`config.mk`:
```
export PLATFORM = sky130hd
export DESIGN_NAME = fetch_pc_unit_flat
export DESIGN_NICKNAME = d
export VERILOG_FILES = /design/src/rtl/fetch_pc_unit_if.sv /design/src/rtl/fetch_pc_unit.sv /design/src/flat_wrapper.sv
export SDC_FILE = /design/constraint.sdc
export NUM_CORES = 1
export LEC_CHECK = 0
export CAP_MARGIN = 20
export CORE_MARGIN = 3
export CORE_UTILIZATION = 35
export CTS_CLUSTER_DIAMETER = 120
export DETAILED_ROUTE_END_ITERATION = 12
export SYNTH_ARGS = -nofsm -noshare
export SYNTH_HDL_FRONTEND = slang
export SYNTH_SLANG_ARGS = --single-unit
export TNS_END_PERCENT = 30
```
`constraint.sdc`:
```
create_clock -name clk -period 4.1 [get_ports clk]
set_input_delay 0.82 -clock clk [delete_from_list [all_inputs] [get_ports clk]]
set_output_delay 0.82 -clock clk [all_outputs]
set_load 0.01 [all_outputs]
```
`src/rtl/fetch_pc_unit_if.sv`:
```
// Instruction-memory request/ack bus between the fetch stage (master) and memory (slave).
interface fetch_pc_unit_if;
    logic        imem_req;
    logic [31:0] imem_addr;
    logic        imem_ack;
    logic [31:0] imem_rdata;

    modport master (output imem_req, output imem_addr, input imem_ack, input imem_rdata);
    modport slave  (input imem_req, input imem_addr, output imem_ack, output imem_rdata);
endinterface

```
`src/rtl/fetch_pc_unit.sv`:
```
// Fetch/PC stage: fetches the word at pc, holds it for the decoder, then resolves the next pc
// from branch/jump/jr controls. Halts permanently on a misaligned target.
module fetch_pc_unit #(
    parameter logic [31:0] RESET_PC = 32'h0000_0000,
    parameter int          CNT_W    = 32
) (
    input  logic             clk,
    input  logic             nrst,
    fetch_pc_unit_if.master  imem,
    output logic [31:0]      instr,
    output logic [5:0]       opcode,
    output logic             instr_valid,
    output logic [31:0]      pc,
    output logic [31:0]      pc_plus4,
    input  logic             exec_done,
    input  logic             branch,
    input  logic             alu_zero,
    input  logic             mux_branch_jump,
    input  logic             mux_j_type_addr_to_read,
    input  logic [31:0]      jr_target,
    output logic             addr_err,
    output logic [CNT_W-1:0] retired
);

    typedef enum logic [1:0] {IDLE, FETCH, HOLD, HALT} state_t;

    state_t      state, state_nxt;
    logic [31:0] next_pc;
    logic [31:0] br_off;
    logic        taken;
    logic        misaligned;
    logic        fire_fetch;
    logic        fire_exec;

    assign opcode         = instr[31:26];
    assign pc_plus4       = pc + 32'd4;
    assign imem.imem_addr = pc;

    // instr[26] distinguishes bne from beq, so it inverts the sense of the zero flag
    assign taken  = branch & (alu_zero ^ instr[26]);
    assign br_off = {{14{instr[15]}}, instr[15:0], 2'b00};

    always_comb begin
        next_pc = pc_plus4;
        if (!mux_branch_jump && !mux_j_type_addr_to_read)
            next_pc = jr_target;
        else if (!mux_branch_jump)
            next_pc = {pc_plus4[31:28], instr[25:0], 2'b00};
        else if (taken)
            next_pc = pc_plus4 + br_off;
    end

    assign misaligned = |next_pc[1:0];
    assign fire_fetch = (state == FETCH) && imem.imem_ack;
    assign fire_exec  = (state == HOLD) && exec_done;

    always_ff @(posedge clk or negedge nrst) begin
        if (!nrst) state <= IDLE;
        else       state <= state_nxt;
    end

    always_comb begin
        state_nxt = state;
        case (state)
            IDLE:    state_nxt = FETCH;
            FETCH:   if (imem.imem_ack) state_nxt = HOLD;
            HOLD:    if (exec_done) state_nxt = misaligned ? HALT : FETCH;
            HALT:    state_nxt = HALT;
            default: state_nxt = IDLE;
        endcase
    end

    always_comb begin
        imem.imem_req = 1'b0;
        instr_valid   = 1'b0;
        case (state)
            FETCH:   imem.imem_req = 1'b1;
            HOLD:    instr_valid   = 1'b1;
            default: ;
        endcase
    end

    always_ff @(posedge clk or negedge nrst) begin
        if (!nrst) begin
            pc       <= RESET_PC;
            instr    <= 32'd0;
            addr_err <= 1'b0;
            retired  <= '0;
        end else begin
            if (fire_fetch)
                instr <= imem.imem_rdata;
            if (fire_exec) begin
                if (misaligned) begin
                    addr_err <= 1'b1;
                end else begin
                    pc      <= next_pc;
                    retired <= retired + CNT_W'(1);
                end
            end
        end
    end

endmodule
```
`src/flat_wrapper.sv`:
```
// flat-port wrapper written by rule: the top's interface ports become plain ports
module fetch_pc_unit_flat 
#(
    parameter logic [31:0] RESET_PC = 32'h0000_0000,
    parameter int          CNT_W    = 32
)
  (clk, nrst, instr, opcode, instr_valid, pc, pc_plus4, exec_done, branch, alu_zero, mux_branch_jump, mux_j_type_addr_to_read, jr_target, addr_err, retired, imem_imem_req, imem_imem_addr, imem_imem_ack, imem_imem_rdata);
  fetch_pc_unit_if imem_i ();
  input  logic clk;
  input  logic nrst;
  output logic [31:0] instr;
  output logic [5:0] opcode;
  output logic instr_valid;
  output logic [31:0] pc;
  output logic [31:0] pc_plus4;
  input  logic exec_done;
  input  logic branch;
  input  logic alu_zero;
  input  logic mux_branch_jump;
  input  logic mux_j_type_addr_to_read;
  input  logic [31:0] jr_target;
  output logic addr_err;
  output logic [CNT_W-1:0] retired;
  output wire logic [$bits(imem_i.imem_req)-1:0] imem_imem_req;
  output wire logic [$bits(imem_i.imem_addr)-1:0] imem_imem_addr;
  input wire logic [$bits(imem_i.imem_ack)-1:0] imem_imem_ack;
  input wire logic [$bits(imem_i.imem_rdata)-1:0] imem_imem_rdata;
  assign imem_imem_req = imem_i.imem_req;
  assign imem_imem_addr = imem_i.imem_addr;
  assign imem_i.imem_ack = imem_imem_ack;
  assign imem_i.imem_rdata = imem_imem_rdata;
  fetch_pc_unit #(.RESET_PC(RESET_PC), .CNT_W(CNT_W)) u_core (.clk(clk), .nrst(nrst), .imem(imem_i), .instr(instr), .opcode(opcode), .instr_valid(instr_valid), .pc(pc), .pc_plus4(pc_plus4), .exec_done(exec_done), .branch(branch), .alu_zero(alu_zero), .mux_branch_jump(mux_branch_jump), .mux_j_type_addr_to_read(mux_j_type_addr_to_read), .jr_target(jr_target), .addr_err(addr_err), .retired(retired));
endmodule
```
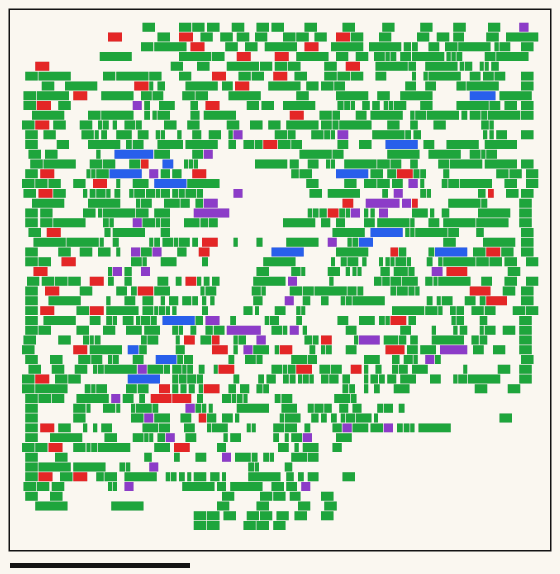
Fig. 1. Sizing map.
Bar = 50 microns.
Key: red = x2 [cells 67, most used mux2_2]; blue = x6 and larger [cells 15, most used clkbuf_16]; purple = x3 and x4 [cells 44, most used buf_4]; green = x1 and smaller [cells 888, most used clkdlybuf4s50_1]
area delta synth->final: 40.2%
non-clock buffer count: 275
Post-Layout Inst Area: 0.0102 sq mm
Worst Slack Setup Final: 0.141 ns

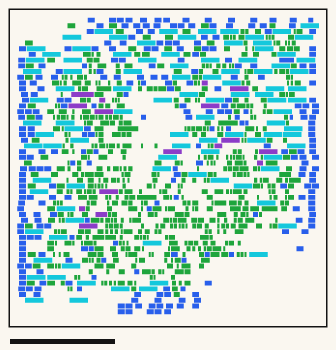
Fig. 2. Placement by cell class.
Bar = 50 microns.
Key: green = remaining logic cells [cells 624]; purple = clock drivers and dummy loads [cells 16]; cyan = registers [cells 99]; blue = remaining buffers and delay cells [cells 275]
flop share of the area: 24.2%
Core Footprint: 0.0204 sq mm
post-layout util: 50.2%
row cnt: 52

==> impl_metrics.tcl <==
# yosys + openroad results
set metrics [dict create \
    nFillCells 1933 \
    buffer_area_share_pct 26.1 \
    gp_congestion 0.882 \
    die_w_microns 150 \
    num-nets-final 1119 \
    most_common_cell "dfrtp_1" \
    synth_chip_area_sq_mm 0.00729 \
    cpMostUsedCell "and4_1" \
    fa_ha_area_share_pct 6.62 \
    grt_util_met3_pct 4.85 \
    yosysTopAreaCell "dfrtp_1" \
    placedCellCount 1268 \
    cts_tree "built" \
    total_power_uw 8080 \
    fp_util_pct 35.8 \
    clock_sinks 99 \
    synth_seq_share_pct 34.0 \
    maxCapViolCount 0 \
    ios 241 \
    cts_root_buf "clkbuf_16" \
    edf_count 0 \
    final.period_utilization_pct 96.6 \
    post-cts-setup-buffers 0 \
    ff_type "dfrtp_1" \
    syn_area_sq_mm 0.00729 \
    final_cell_mix "clkdlybuf4s50_1 (237), dfrtp_1 (99), nand2_1 (87)" \
    die_area_sq_mm 0.0226 \
    fp_nets 904 \
    cts_hold_buf 0 \
    grt_max_degree 55 \
    cp-start-kind "flop" \
    post-dp-hpwl_microns 18800 \
    top_layer_used "met5" \
    ir_drop_v 0.000398 \
    routedWlPerCell_microns 19.1 \
    status "complete, no violations" \
    synth_flop_count 99 \
    synthTopCellsByCount "dfrtp_1 (99), nand2_1 (87), nor2_1 (57), xnor2_1 (57), buf_4 (40)" \
    top_usage_layer "met2" \
    die_h_microns 150 \
    grt_first_pass_wirelength_microns 37800 \
    simple_gate_area_share_pct 18.1 \
    htree_num_levels 3 \
    taps 270 \
    wl_met2_microns 11900 \
    cts_resized 0 \
    inv_count 13 \
    fin_skew_ns 0.00885 \
    vias_per_cell 5.25 \
    wl_met3_microns 1520 \
    lay_top_count "clkdlybuf4s50_1" \
    topCellsByArea "dfrtp_1 (34%), xnor2_1 (6.8%), ha_1 (6.3%)" \
    clk_pin_slew_ns 0.08 \
    drtAntennaViolNets 0 \
    ff_count 99 \
    warnings 32 \
    track_usage_pct 21.6 \
    drtPass1Iterations 5 \
    cts_buffer_depth 2 \
    p_leak_uw 0.00437 \
    logic_gates 611 \
    yosys.area_share.xor_xnor_pct 10.1 \
    pwr_density_cell_mw_per_mm2 790 \
    clkLatencyLatePin_ns 0.36 \
    endpoint_kind "primary output" \
    cts_buffers 9 \
    drt_iter0_drc 351 \
    use_met2_pct 36.2 \
    fmax_ghz 0.253 \
    relSlewSlack_pct 48.0 \
    syn_inst 794 \
    min_path_type "input pin to asynchronous set/reset pin" \
    antenna_found_initial 1 \
    clkbuf_count 9 \
    io_buffers 240 \
    syn_area_per_cell_sq_um 9.18 \
    critical_path.max_fanout 7 \
    cpPeakStageDelay_ns 0.60 \
    max_slew.worst_pin.slew_ns 0.781 \
    flop_area_sq_mm 0.00248 \
    antenna_cells 0 \
    num_vias 6739 \
    comb_area_share_pct 42.8 \
    rsz0062_at_grt "no" \
    drc_errors 0 \
    ys_sh_mux_pct 7.91 \
    grtUsageMet1_pct 28.3 \
    aoi_share_pct 16.6 \
    final_max_slew_viol_count 0 \
    top_area_share_pct 34.0 \
]
-- worst max-delay path, delay by kind of cell (launching register included) --
| family | cells | cell delay, ns |
|---|---|---|
| and+or+nand+nor | 4 | 1.16 |
| xor gates and xnor gates | 1 | 0.31 |
| buffers and inverters | 2 | 0.81 |
| DFF | 1 | 0.49 |
-- registers in the layout, summed over array words and instances, names as in the netlist --
register and cells:
u_core.addr_err 1, u_core.imem.imem_addr 32, u_core.instr 32, u_core.state 2
u_core.retired 32
-- per-stage QoR --
| stage | instance area (sq um) | utilization (%) | setup WS (ns) | hold slack, ns |
|---|---|---|---|---|
| floorplan | 7290 | - | 0.356 | 0.491 |
| global placement | 9870 | 48.5 | 0.246 | 0.457 |
| detailed placement | 9870 | 48.5 | 0.157 | 0.458 |
| CTS | 10200 | 50.0 | 0.0167 | 0.473 |
| global route | 10200 | 50.2 | 0.00708 | 0.491 |
| finish | 10200 | 50.2 | 0.141 | 0.463 |
-- report_power, final --
group | internal [uW] | total, uW | switching [uW]
clock | 491 | 936 | 445
combinational | 2670 | 5360 | 2690
sequential | 1290 | 1780 | 489
total | 4450 | 8080 | 3630
-- path summary, 6_finish.rpt --
| path | to | slack, ns | start | depth (start not counted) |
|---|---|---|---|---|
| hold reg to reg | u_core.retired[31] | 0.47 | u_core.retired[31] | 1 |
| setup reg to reg | u_core.imem.imem_addr[31] | 0.23 | u_core.imem.imem_addr[3] | 15 |
| max in group asynchronous | u_core.imem.imem_addr[26] | 2.89 | nrst | 2 |
| setup / recovery | pc_plus4[27] | 0.14 | u_core.imem.imem_addr[4] | 7 |
| hold / removal | u_core.retired[24] | 0.46 | nrst | 1 |
| min in group clk | u_core.retired[31] | 0.47 | u_core.retired[31] | 1 |
